### src/rtl/uart_tx_scheduler_pkg.sv
// Shared state encoding, tag constants and pointer helper for the UART TX scheduler.
package uart_tx_scheduler_pkg;

  typedef logic [2:0] state_t;

  localparam logic [2:0] ST_IDLE = 3'd0;
  localparam logic [2:0] ST_TAG  = 3'd1;
  localparam logic [2:0] ST_SEND = 3'd2;
  localparam logic [2:0] ST_WAIT = 3'd3;
  localparam logic [2:0] ST_END  = 3'd4;

  localparam logic [7:0] TAG_BASE_DEFAULT = 8'hA0;

  function automatic int next_ptr(input int cur, input int num);
    return (cur + 32'sd1) % num;
  endfunction

endpackage

### src/rtl/uart_tx_scheduler_rr_picker.sv
// Combinational round-robin pick: first requester at or after ptr, wrapping.
module rr_picker #(
  parameter int NUM_SRC = 4,
  parameter int IDX_W   = 2
) (
  input  logic [NUM_SRC-1:0] req,
  input  logic [IDX_W-1:0]   ptr,
  output logic               hit,
  output logic [IDX_W-1:0]   idx
);

  // scan requesters starting at ptr, keep the first one found
  always_comb begin
    hit = 1'b0;
    idx = '0;
    for (int i = 0; i < NUM_SRC; i++) begin
      if (!hit && req[(int'(ptr) + i) % NUM_SRC]) begin
        hit = 1'b1;
        idx = IDX_W'((int'(ptr) + i) % NUM_SRC);
      end else begin
        hit = hit;
      end
    end
  end

endmodule

### src/rtl/uart_tx_scheduler.sv
// Round-robin per-packet sharing of one UART transmitter among NUM_SRC byte sources.
// Optional macro UART_SRC_TAG_EN prefixes every packet with a tag byte TAG_BASE|grant_id.
module uart_tx_scheduler
  import uart_tx_scheduler_pkg::*;
#(
  parameter int                   NUM_SRC     = 4,
  parameter int                   DATA_BITS   = 8,
  parameter int                   STALL_LIMIT = 1023,
  parameter int                   STALL_BITS  = 10,
  parameter logic [DATA_BITS-1:0] TAG_BASE    = DATA_BITS'(TAG_BASE_DEFAULT)
) (
  input  logic                           clk_50MHz,
  input  logic                           reset,
  input  logic [NUM_SRC-1:0]             src_req,
  input  logic [NUM_SRC*DATA_BITS-1:0]   src_data,
  input  logic [NUM_SRC-1:0]             src_last,
  output logic [NUM_SRC-1:0]             src_ack,
  output logic                           tx_start,
  output logic [DATA_BITS-1:0]           tx_data,
  input  logic                           tx_busy,
  input  logic                           tx_done_tick,
  output logic                           grant_valid,
  output logic [$clog2(NUM_SRC)-1:0]     grant_id,
  output logic                           stall_abort
);

  localparam int IDX_W = $clog2(NUM_SRC);

  state_t                state_r;
  logic [IDX_W-1:0]      rr_ptr_r;
  logic                  last_r;
  logic [STALL_BITS-1:0] stall_cnt_r;

  logic                  hit_s;
  logic [IDX_W-1:0]      idx_s;
  logic                  sel_req_s;
  logic                  sel_last_s;
  logic [DATA_BITS-1:0]  sel_data_s;
  logic [IDX_W-1:0]      next_ptr_s;

  rr_picker #(
    .NUM_SRC (NUM_SRC),
    .IDX_W   (IDX_W)
  ) u_rr_picker (
    .req (src_req),
    .ptr (rr_ptr_r),
    .hit (hit_s),
    .idx (idx_s)
  );

  // view of the granted source's request, data and end-of-packet flag
  always_comb begin
    sel_req_s  = src_req[grant_id];
    sel_last_s = src_last[grant_id];
    sel_data_s = src_data[grant_id*DATA_BITS +: DATA_BITS];
    next_ptr_s = IDX_W'(next_ptr(int'(grant_id), NUM_SRC));
  end

  // packet FSM: grant, byte hand-off, wait for stop bit, stall release
  always_ff @(posedge clk_50MHz or posedge reset) begin
    if (reset) begin
      state_r     <= ST_IDLE;
      rr_ptr_r    <= '0;
      last_r      <= 1'b0;
      stall_cnt_r <= '0;
      src_ack     <= '0;
      tx_start    <= 1'b0;
      tx_data     <= '0;
      grant_valid <= 1'b0;
      grant_id    <= '0;
      stall_abort <= 1'b0;
    end else begin
      tx_start    <= 1'b0;
      src_ack     <= '0;
      stall_abort <= 1'b0;
      case (state_r)
        ST_IDLE: begin
          stall_cnt_r <= '0;
          if (hit_s) begin
            grant_id    <= idx_s;
            grant_valid <= 1'b1;
`ifdef UART_SRC_TAG_EN
            state_r     <= ST_TAG;
`else
            state_r     <= ST_SEND;
`endif
          end
        end
        ST_TAG: begin
          if (!tx_busy) begin
            tx_data  <= TAG_BASE | DATA_BITS'(grant_id);
            tx_start <= 1'b1;
            last_r   <= 1'b0;
            state_r  <= ST_WAIT;
          end
        end
        ST_SEND: begin
          if (sel_req_s) begin
            if (!tx_busy) begin
              tx_data     <= sel_data_s;
              last_r      <= sel_last_s;
              tx_start    <= 1'b1;
              src_ack     <= {{(NUM_SRC-1){1'b0}}, 1'b1} << grant_id;
              stall_cnt_r <= '0;
              state_r     <= ST_WAIT;
            end
          end else if (stall_cnt_r == STALL_BITS'(STALL_LIMIT - 1)) begin
            // source went silent mid-packet: give the line to the next requester
            stall_abort <= 1'b1;
            grant_valid <= 1'b0;
            rr_ptr_r    <= next_ptr_s;
            state_r     <= ST_END;
          end else begin
            stall_cnt_r <= stall_cnt_r + STALL_BITS'(1);
          end
        end
        ST_WAIT: begin
          if (tx_done_tick) begin
            if (last_r) begin
              grant_valid <= 1'b0;
              rr_ptr_r    <= next_ptr_s;
              state_r     <= ST_END;
            end else begin
              stall_cnt_r <= '0;
              state_r     <= ST_SEND;
            end
          end
        end
        ST_END: begin
          state_r <= ST_IDLE;
        end
        default: begin
          grant_valid <= 1'b0;
          state_r     <= ST_IDLE;
        end
      endcase
    end
  end

endmodule

### config.mk
export PLATFORM = sky130hd
export DESIGN_NAME = uart_tx_scheduler
export DESIGN_NICKNAME = d
export VERILOG_FILES = /design/src/rtl/uart_tx_scheduler_pkg.sv /design/src/rtl/uart_tx_scheduler_rr_picker.sv /design/src/rtl/uart_tx_scheduler.sv
export SDC_FILE = /design/constraint.sdc
export NUM_CORES = 1
export LEC_CHECK = 0
export CAP_MARGIN = 20
export CORE_MARGIN = 2
export CORE_UTILIZATION = 45
export CTS_BUF_LIST = sky130_fd_sc_hd__clkbuf_4 sky130_fd_sc_hd__clkbuf_8
export CTS_CLUSTER_SIZE = 8
export DETAILED_ROUTE_END_ITERATION = 6
export PLACE_DENSITY = 0.77
export REMOVE_ABC_BUFFERS = 1
export SYNTH_ARGS = -nofsm -noshare
export SYNTH_HDL_FRONTEND = slang
export SYNTH_SLANG_ARGS = --single-unit
### constraint.sdc
create_clock -name clk_50MHz -period 3.42 [get_ports clk_50MHz]
set_clock_uncertainty 0.15 [all_clocks]
set_input_delay 0.342 -clock clk_50MHz [delete_from_list [all_inputs] [get_ports clk_50MHz]]
set_output_delay 0.342 -clock clk_50MHz [all_outputs]
set_load 0.05 [all_outputs]
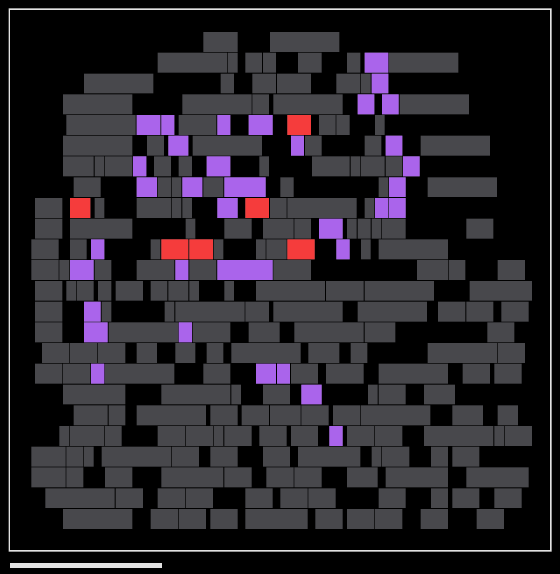
Run 1: logic cells by family
Scale bar: 20 um.
red -> non-inverting ao/oa cells  # cells 6
purple -> aoi and oai cells  # cells 35
Comb/total area: 39.44%
Layout Cells excl Fill: 302
most common logic cell in the routed design: clkdlybuf4s50_1

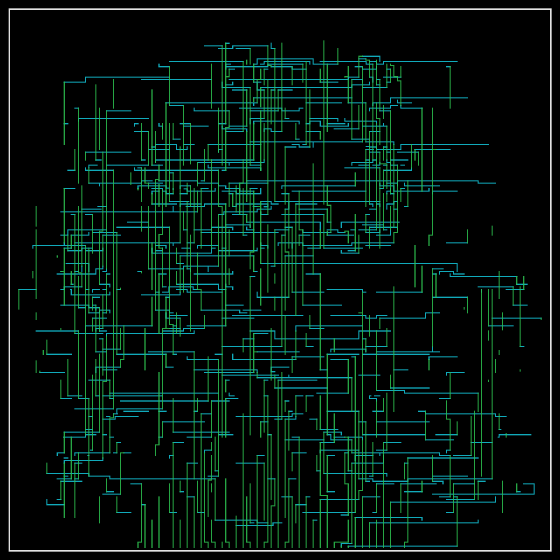
Run 1: signal wires by layer
Only two layers are drawn.
cyan -> metal 1  # wire length 1860 um
green -> metal 2  # wire length 2330 um
Avg WL per Cell: 15.04 um
total number of vias: 1702
final WL: 4.542 mm
GRT Total Usage: 20.13%

==> flow_summary.json, run 1 <==
{
  "outcome": "completed",
  "wl_met2_mm": 2.334,
  "design_area_sq_um": 2760,
  "reg.largest.list": "stall_cnt_r: 10 flops, tx_data: 8 flops, src_ack: 4 flops",
  "ys_sh_simple_pct": 17.24,
  "final_cell_mix": "clkdlybuf4s50_1, dfrtp_1, inv_1",
  "clockBufferDepth": 2,
  "power_switching_uw": 946.6,
  "ys.flops": 33,
  "die_height_um": 70.85,
  "warnings": 29,
  "p_clk_share_pct": 14.7,
  "viasPerCell": 5.636,
  "crit_fanout": 11,
  "crit_required_ns": 3.49,
  "grt_pass1_vias": 1762,
  "dp_cells": 294,
  "synth.top_cell.area_share_pct": 41.07,
  "worst_pin_slew_ns": 0.6832,
  "cap_violations": 0,
  "cts_tree": "yes",
  "largest_area_cell": "dfrtp_1",
  "drc": 0,
  "setup_viol": 0,
  "die_area_sq_um": 5019,
  "min_path_type": "input pin to asynchronous set/reset pin",
  "dpl_worst_slack_ns": 0.7676,
  "path_buffers": 1,
  "wl_met3_um": 282,
  "drt_iter0_drc": 92,
  "synth.top_cells.by_count": "dfrtp_1, inv_1, mux2_2, nand2_1",
  "die_width_um": 70.85,
  "p_total_uw": 2164,
  "leakagePower_uw": 0.001148,
  "postPlaceCellArea_sq_um": 2659,
  "arrival_ns": 2.50,
  "drt-met1-wl_mm": 1.856,
  "path_cells": "inv_1 -> ha_1 -> nand4_1 -> or3_1 -> o31ai_1 -> a221o_1",
  "h-tree-depth": 2,
  "synth_area_sq_um": 2011,
  "combPwrFrac_pct": 56.6,
  "synth_adder_area_share_pct": 3.734,
  "path_class": "flop to flop",
  "critPathMaxStageDelay_ns": 0.63,
  "async_flop_share_pct": 100.0,
  "logic_area_sq_um": 1089,
  "mux_share_pct": 17.55,
  "fillers": 362,
  "synth_cell_type_count": 49,
  "ys_warn_count": 0,
  "portBuffers": 60,
  "final_core_util_pct": 63.83,
  "tns_ns": 0,
  "cts_hold_buf": 0,
  "synth_area_per_cell_sq_um": 10.70,
  "synth_top_cell_by_count": "dfrtp_1",
  "synth_seq_share_pct": 41.07,
  "layout_min_cycle_time_ns": 2.424,
  "ios": 61,
  "clk_pin_slew_ns": 0.07,
  "setup_ws_ns": 0.9964,
  "ys_sh_xor_pct": 0.4356,
  "clock_sinks": 33,
  "area_growth_pct": 37.27,
  "fp_util_pct": 46.50,
  "irDropWorstVdd_mv": 0.4981,
  "top_logic_kind": "multiplexers",
  "root_buffer": "clkbuf_8"
}
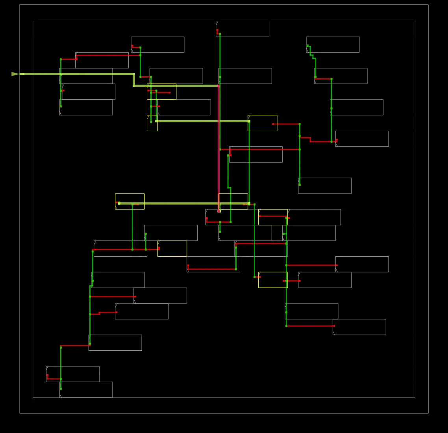
Run 1: clock routing
CLK BUF: 7
clk ins delay skew pair: 0.28 ns

## run 1: cell type report
cell class                      count  share of cell area (%)
Clock inverter                      1                  0.1813
Inverter                           13                   1.768
Tap cell                           52                   2.357
Sequential cell                    33                   29.92
Clock buffer                        7                   3.490
Timing Repair Buffer               64                   22.85
Multi-Input combinational cell    132                   39.44
## run 1: path summary, 6_finish.rpt
| kind | start | cells past startpoint | slack, ns | endpoint |
|---|---|---|---|---|
| worst min-delay path | reset | 3 | 0.30 | stall_abort |
| worst max-delay path | stall_cnt_r[0] | 6 | 1.0 | stall_cnt_r[5] |
| worst max register to register | stall_cnt_r[0] | 6 | 1.0 | stall_cnt_r[5] |
| worst min register to register | tx_data[2] | 1 | 0.36 | tx_data[2] |
| max in group asynchronous | reset | 3 | 2.52 | rr_ptr_r[1] |
| min in group clk_50MHz | tx_data[2] | 1 | 0.36 | tx_data[2] |
## run 1: kinds of logic (layout without fill, tap and decap cells)
logic type | count (synthesis) | in the layout
AND-OR/OR-AND | 41 | 41
AND/OR/NAND/NOR | 60 | 60
adder cells (fa/ha/maj) | 6 | 6
buffers and inverters | 23 | 85
multiplexers | 24 | 24
flip-flops | 33 | 33
XOR/XNOR | 1 | 1
## run 1: metal layers
metal	vias to the layer above	GRT usage, %
met2	46	34.58
met3	8	6.410
met1	826	23.79
met5	-	0
met4	0	7.128
li1	822	-
## run 1: power groups by stage
| stage | clock, uW | combinational [uW] | sequential [uW] |
|---|---|---|---|
| after CTS | 328 | 1240 | 623 |
| after global routing | 345 | 1330 | 643 |
| after detailed placement | 0 | 1230 | 629 |
| final | 318 | 1220 | 621 |
| after global placement | 0 | 1220 | 625 |
| after floorplan | 0 | 585 | 883 |
Run 1, where the registers sit:
Scale bar: 20 um. Other sequential cells in the stronger grey, the rest of the logic in the fainter grey.
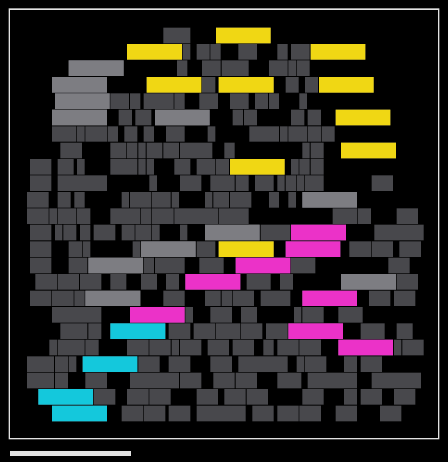

==> inputs of run 2 (changes only) <==
--- a/config.mk
+++ b/config.mk
@@ -7,11 +7,11 @@
 export LEC_CHECK = 0
 export CAP_MARGIN = 20
 export CORE_MARGIN = 2
-export CORE_UTILIZATION = 45
+export CORE_UTILIZATION = 44
 export CTS_BUF_LIST = sky130_fd_sc_hd__clkbuf_4 sky130_fd_sc_hd__clkbuf_8
 export CTS_CLUSTER_SIZE = 8
 export DETAILED_ROUTE_END_ITERATION = 6
-export PLACE_DENSITY = 0.77
+export PLACE_DENSITY = 0.79
 export REMOVE_ABC_BUFFERS = 1
 export SYNTH_ARGS = -nofsm -noshare
 export SYNTH_HDL_FRONTEND = slang
==> constraint.sdc (replaced) <==
create_clock -name clk_50MHz -period 2.1 [get_ports clk_50MHz]
set_clock_uncertainty 0.15 [all_clocks]
set_input_delay 0.21 -clock clk_50MHz [delete_from_list [all_inputs] [get_ports clk_50MHz]]
set_output_delay 0.21 -clock clk_50MHz [all_outputs]
set_load 0.05 [all_outputs]
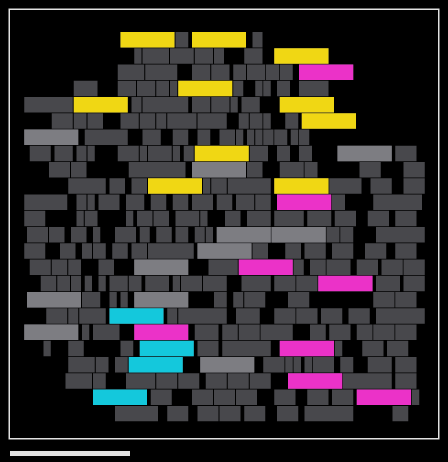
Run 2: where the registers sit
Scale bar: 20 um. Other sequential cells in the stronger grey, the rest of the logic in the fainter grey.
yellow -> stall_cnt_r  # sequential cells 10, where north
cyan -> src_ack  # sequential cells 4
magenta -> tx_data  # sequential cells 8
final core occ: 70.35%
Sequential Area: 825.8 sq um
flop share of the area: 26.77%
seq pwr: 964 uW

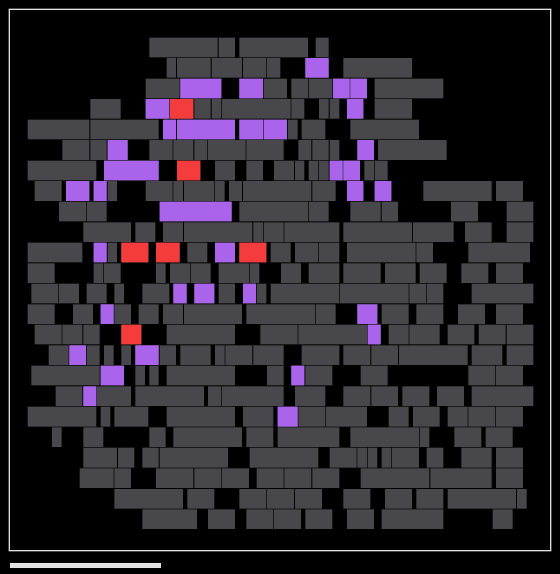
Run 2: logic cells by family
Scale bar: 20 um.
red -> non-inverting ao/oa cells  # cells 6
purple -> aoi and oai cells  # cells 35
Comb/total area: 37.57%
Layout Cells excl Fill: 329

==> run 2 against run 1 <==
Compared with the run above:
- the run now ends with negative setup slack left
- sequential share of layout area shrank 3.1 points
- fmax grew 13%
- global-route usage grew 1.9 points
- worst hold slack lost 0.13 ns
- critical endpoint is now last_r
- largest power group unchanged
- highest routed layer unchanged
==> flow_summary.json, run 2 <==
{
  "grt_usage_pct": 22.07,
  "fmax_mhz": 467.4,
  "outcome": "finished with violations",
  "leakagePower_uw": 0.001323,
  "use_met3_pct": 5.204,
  "p_total_uw": 4080,
  "async_flop_share_pct": 100.0,
  "busiest_layer": "met2",
  "path_buffers": 3,
  "use_met2_pct": 36.93,
  "setup_viol": 13,
  "fillers": 327,
  "synth_seq_share_pct": 41.07,
  "grt.met1_usage_pct": 27.34,
  "portBuffers": 60,
  "path_cells": "mux4_2 -> buf_4 -> nand3_4 -> a211oi_4 -> buf_12 -> buf_4 -> mux2_2",
  "grt_pass1_vias": 1833,
  "critPathMaxStageDelay_ns": 0.41,
  "clockBufferDepth": 2,
  "wl_met3_um": 254,
  "arrival_ns": 2.17,
  "crit_required_ns": 2.13,
  "vias": 1827,
  "drt-met1-wl_mm": 2.324,
  "root_buffer": "clkbuf_8",
  "drc": 0,
  "largest_area_cell": "dfrtp_1",
  "dpl_worst_slack_ns": -0.2112,
  "viasPerCell": 5.553,
  "ys.flops": 33,
  "min_path_type": "input pin to asynchronous set/reset pin",
  "routed_wl_mm": 5.566,
  "clock_sinks": 33,
  "synth_area_sq_um": 2011,
  "fp_util_pct": 45.86,
  "worst_pin_slew_ns": 0.5406,
  "synth_cell_type_count": 49,
  "die_height_um": 71.60,
  "cap_violations": 0,
  "die_area_sq_um": 5127,
  "drt_iter0_drc": 73,
  "crit_fanout": 3,
  "violations": "negative setup slack",
  "clock_latency_ns": 0.29,
  "warnings": 30,
  "synth_top_cell_by_count": "dfrtp_1",
  "setup_ws_ns": -0.03942,
  "drive_above_1_share_pct": 25.63,
  "postPlaceCellArea_sq_um": 2819,
  "crit_path_frequent_cell": "buf_4",
  "cts_hold_buf": 0,
  "ios": 61,
  "design_area_sq_um": 3084,
  "die_width_um": 71.60,
  "synth_area_per_cell_sq_um": 10.70,
  "synth.top_cell.area_share_pct": 41.07,
  "cts_tree": "yes",
  "post_drt_wl_per_cell_um": 16.92,
  "path_class": "flop to flop",
  "ys_warn_count": 0,
  "reg.largest.list": "stall_cnt_r: 10 flops, tx_data: 8 flops, src_ack: 4 flops",
  "layout_top_cell": "clkdlybuf4s50_1",
  "h-tree-depth": 2,
  "layout_min_cycle_time_ns": 2.139
}
==> run 2: through the flow <==
step,util (%),TNS (ns),std cells
floorplan,-,-14.75,178
global placement,64.30,-1.439,311
detailed placement,64.30,-2.391,311
CTS,66.72,0,319
global route,70.35,-1.598,329
finish,70.35,-0.2691,329
==> run 2: path summary, 6_finish.rpt <==
check	startpoint	to	slack [ns]	depth (start not counted)
hold / removal	reset	tx_data[2]	0.16	3
hold reg to reg	tx_data[3]	tx_data[3]	0.36	1
setup reg to reg	grant_id[0]	last_r	-0.04	7
setup / recovery	grant_id[0]	last_r	-0.04	7
min in group clk_50MHz	tx_data[3]	tx_data[3]	0.36	1
max in group asynchronous	reset	stall_cnt_r[9]	1.31	3
==> run 2: cell type report <==
type                       count  area [sq um]  share of cell area [%]
clock inverter                 1         5.005                  0.1623
timing repair buffer          91         884.6                   28.68
multi-input combinational    132          1159                   37.57
inverter                      13         48.80                   1.582
sequential                    33         825.8                   26.77
tap                           52         65.06                   2.110
clock buffer                   7         96.34                   3.124
==> run 2: cell families after synthesis <==
| family | share of synthesized area [%] |
|---|---|
| compound gates | 15.18 |
| mux | 17.55 |
| fa+ha+maj | 3.734 |
| simple gates | 17.24 |
| buf+inv | 4.791 |
| flops | 41.07 |
| xor+xnor | 0.4357 |
==> run 2: report_power, final <==
| group | internal, uW | switching (uW) | leakage [uW] |
|---|---|---|---|
| Combinational | 1200 | 1380 | 0.000842 |
| Sequential | 828 | 137 | 0.000427 |
| Clock | 296 | 239 | 0.0000542 |
| Total | 2330 | 1750 | 0.00132 |
==> run 2: timing repair <==
item,4_1_cts,5_1_grt
gates resized,1,21
buffers inserted,0,10
pin swaps,0,7
endpoints found under the setup margin,2,11
==> inputs of run 3 (changes only) <==
--- a/config.mk
+++ b/config.mk
@@ -8,7 +8,7 @@
 export CAP_MARGIN = 20
 export CORE_MARGIN = 2
 export CORE_UTILIZATION = 44
-export CTS_BUF_LIST = sky130_fd_sc_hd__clkbuf_4 sky130_fd_sc_hd__clkbuf_8
+export CTS_BUF_LIST = sky130_fd_sc_hd__clkbuf_8
 export CTS_CLUSTER_SIZE = 8
 export DETAILED_ROUTE_END_ITERATION = 6
 export PLACE_DENSITY = 0.79
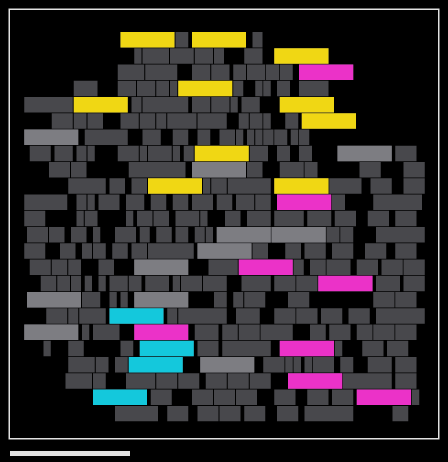
Run 3: where the registers sit
Scale bar: 20 um. Other sequential cells in the stronger grey, the rest of the logic in the fainter grey.
yellow -> stall_cnt_r  # sequential cells 10, where north
magenta -> tx_data  # sequential cells 8
cyan -> src_ack  # sequential cells 4

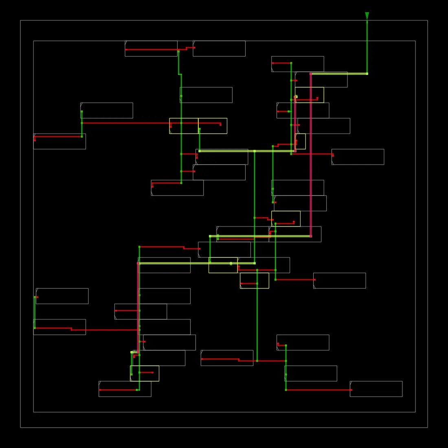
Run 3: clock routing
clk ins delay skew pair: 0.29 ns
Num CTS Buffers: 5
Clk power: 535 uW
flop count: 33

==> run 3 against run 2 <==
Compared with the run above:
- synthesized cell count stayed put
- fmax unchanged
- total power is the same
- global-route usage unchanged
- area after synthesis unchanged
- largest cell class unchanged
- the run still ends with negative setup slack left
- die size stayed put
- routed wire length unchanged
==> flow_summary.json, run 3 <==
{
  "ios": 61,
  "antenna_found_initial": 0,
  "largest_area_cell": "dfrtp_1",
  "regMostFlops": "stall_cnt_r",
  "die_height_um": 71.60,
  "setup_ws_ns": -0.03942,
  "start_kind": "flop",
  "num-nets-final": 326,
  "die_area_sq_um": 5127,
  "clock_sinks": 33,
  "h-tree-depth": 2,
  "drt_iter0_drc": 73,
  "flop_cell": "dfrtp_1",
  "synth_area_per_cell_sq_um": 10.70,
  "grt_pass1_wl_mm": 8.680,
  "synth_cell_type_count": 49,
  "cap_violations": 0,
  "drc": 0,
  "cts_tree": "yes",
  "synth_adder_area_share_pct": 3.734,
  "reg.largest.list": "stall_cnt_r: 10 flops, tx_data: 8 flops, src_ack: 4 flops",
  "critPathMaxStageDelay_ns": 0.41,
  "timing.rr.start": "grant_id[0]",
  "fin_crit_sh_pct": 101.9,
  "final_cell_mix": "clkdlybuf4s50_1, dfrtp_1, buf_4",
  "path_class": "flop to flop",
  "cp-startpoint": "grant_id[0]",
  "antenna_left": 0,
  "leakagePower_uw": 0.001323,
  "path_cells": "mux4_2 -> buf_4 -> nand3_4 -> a211oi_4 -> buf_12 -> buf_4 -> mux2_2",
  "edf_count": 0,
  "synth_seq_share_pct": 41.07,
  "min_path_type": "input pin to asynchronous set/reset pin",
  "fp_util_pct": 45.86,
  "yosysCellCount": 188,
  "vias": 1827,
  "ys.flops": 33,
  "dp_cells": 311,
  "violations": "negative setup slack",
  "fmax_mhz": 467.4,
  "reg2reg_to": "last_r",
  "setup_viol": 13,
  "ys_warn_count": 0,
  "async_flop_share_pct": 100.0,
  "grt_usage_pct": 22.07,
  "clockBufferDepth": 2,
  "ys_sh_xor_pct": 0.4356,
  "crit_path_frequent_cell": "buf_4",
  "routed_wl_mm": 5.566,
  "instances_no_fill": 329,
  "post_drt_wl_per_cell_um": 16.92,
  "warnings": 30,
  "worst_pin_slew_ns": 0.5406,
  "ys_sh_simple_pct": 17.24,
  "top_logic_kind": "multiplexers",
  "crit_fanout": 3,
  "endpoint": "last_r",
  "cts_hold_buf": 0,
  "use_met2_pct": 36.93,
  "viasPerCell": 5.553,
  "arrival_ns": 2.17,
  "mux_share_pct": 17.55,
  "busiest_layer": "met2",
  "use_met3_pct": 5.204,
  "ys_sh_aoi_pct": 15.18,
  "layout_min_cycle_time_ns": 2.139,
  "path_buffers": 3,
  "portBuffers": 60,
  "die_width_um": 71.60,
  "yosys_area_sq_um": 2011,
  "crit_required_ns": 2.13,
  "synth_top_cell_by_count": "dfrtp_1",
  "dpl_worst_slack_ns": -0.2112,
  "overflow": 0,
  "outcome": "finished with violations",
  "layout_top_cell": "clkdlybuf4s50_1",
  "grt_pass1_vias": 1833,
  "cp.depth": 7,
  "grt.met1_usage_pct": 27.34,
  "root_buffer": "clkbuf_8",
  "synth_area_sq_um": 2011,
  "drive_above_1_share_pct": 25.63,
  "worstRegToRegCells": 7,
  "rrSetupSlack_ns": -0.04,
  "synth.top_cell.area_share_pct": 41.07
}
## run 3: cell counts in the layout (fill, tap and decap cells not counted)
Identical to the previous run, type by type.
## run 3: tightest hold or removal path, stage by stage
cell             delay, ns
clkdlybuf4s50_1       0.40
inv_1                 0.06
buf_4                 0.37
## run 3: per-stage QoR
step / cell area, sq um / util (%) / hold WS, ns / setup TNS (ns) / total power, uW
floorplan: 1963 / - / 0.1615 / -14.75 / 2391
global placement: 2819 / 64.30 / 0.3391 / -1.439 / 3179
detailed placement: 2819 / 64.30 / 0.3459 / -2.391 / 3237
CTS: 2925 / 66.72 / 0.1715 / 0 / 3792
global route: 3084 / 70.35 / 0.2103 / -1.598 / 4334
finish: 3084 / 70.35 / 0.1634 / -0.2691 / 4080
## run 3: routing by layer
layer / vias up / part of all wire, %
met2: 59 / 52
li1: 874 / -
met4: 0 / 1.6
met3: 10 / 4.6
met1: 884 / 42
met5: - / 0
## run 3: where the power goes
group | internal, uW | switching, uW | total [uW]
registers | 828 | 137 | 964
clock network | 296 | 239 | 535
logic | 1200 | 1380 | 2580
total | 2330 | 1750 | 4080
## run 3: what timing repair did
item | in CTS | in global routing
buffers inserted | 0 | 10
pin swaps | 0 | 7
gates resized | 1 | 21
endpoints found under the setup margin | 2 | 11
hold endpoints to repair | 0 | 0
## run 3: final cells by class
type	instances	area, sq um
tap	52	65.06
inverter	13	48.80
clock inverter	1	5.005
fill	327	1300
timing repair buffer	91	884.6
sequential	33	825.8
multi-input combinational	132	1159
clock buffer	7	96.34
## run 3: cells by family after synthesis
kind of cell / count (synthesis)
AND/OR/NAND/NOR: 60
AND-OR/OR-AND: 41
flip-flops: 33
multiplexers: 24
buffers and inverters: 23
adder cells (fa/ha/maj): 6
XOR/XNOR: 1
Power and IR drop assume default switching activity.
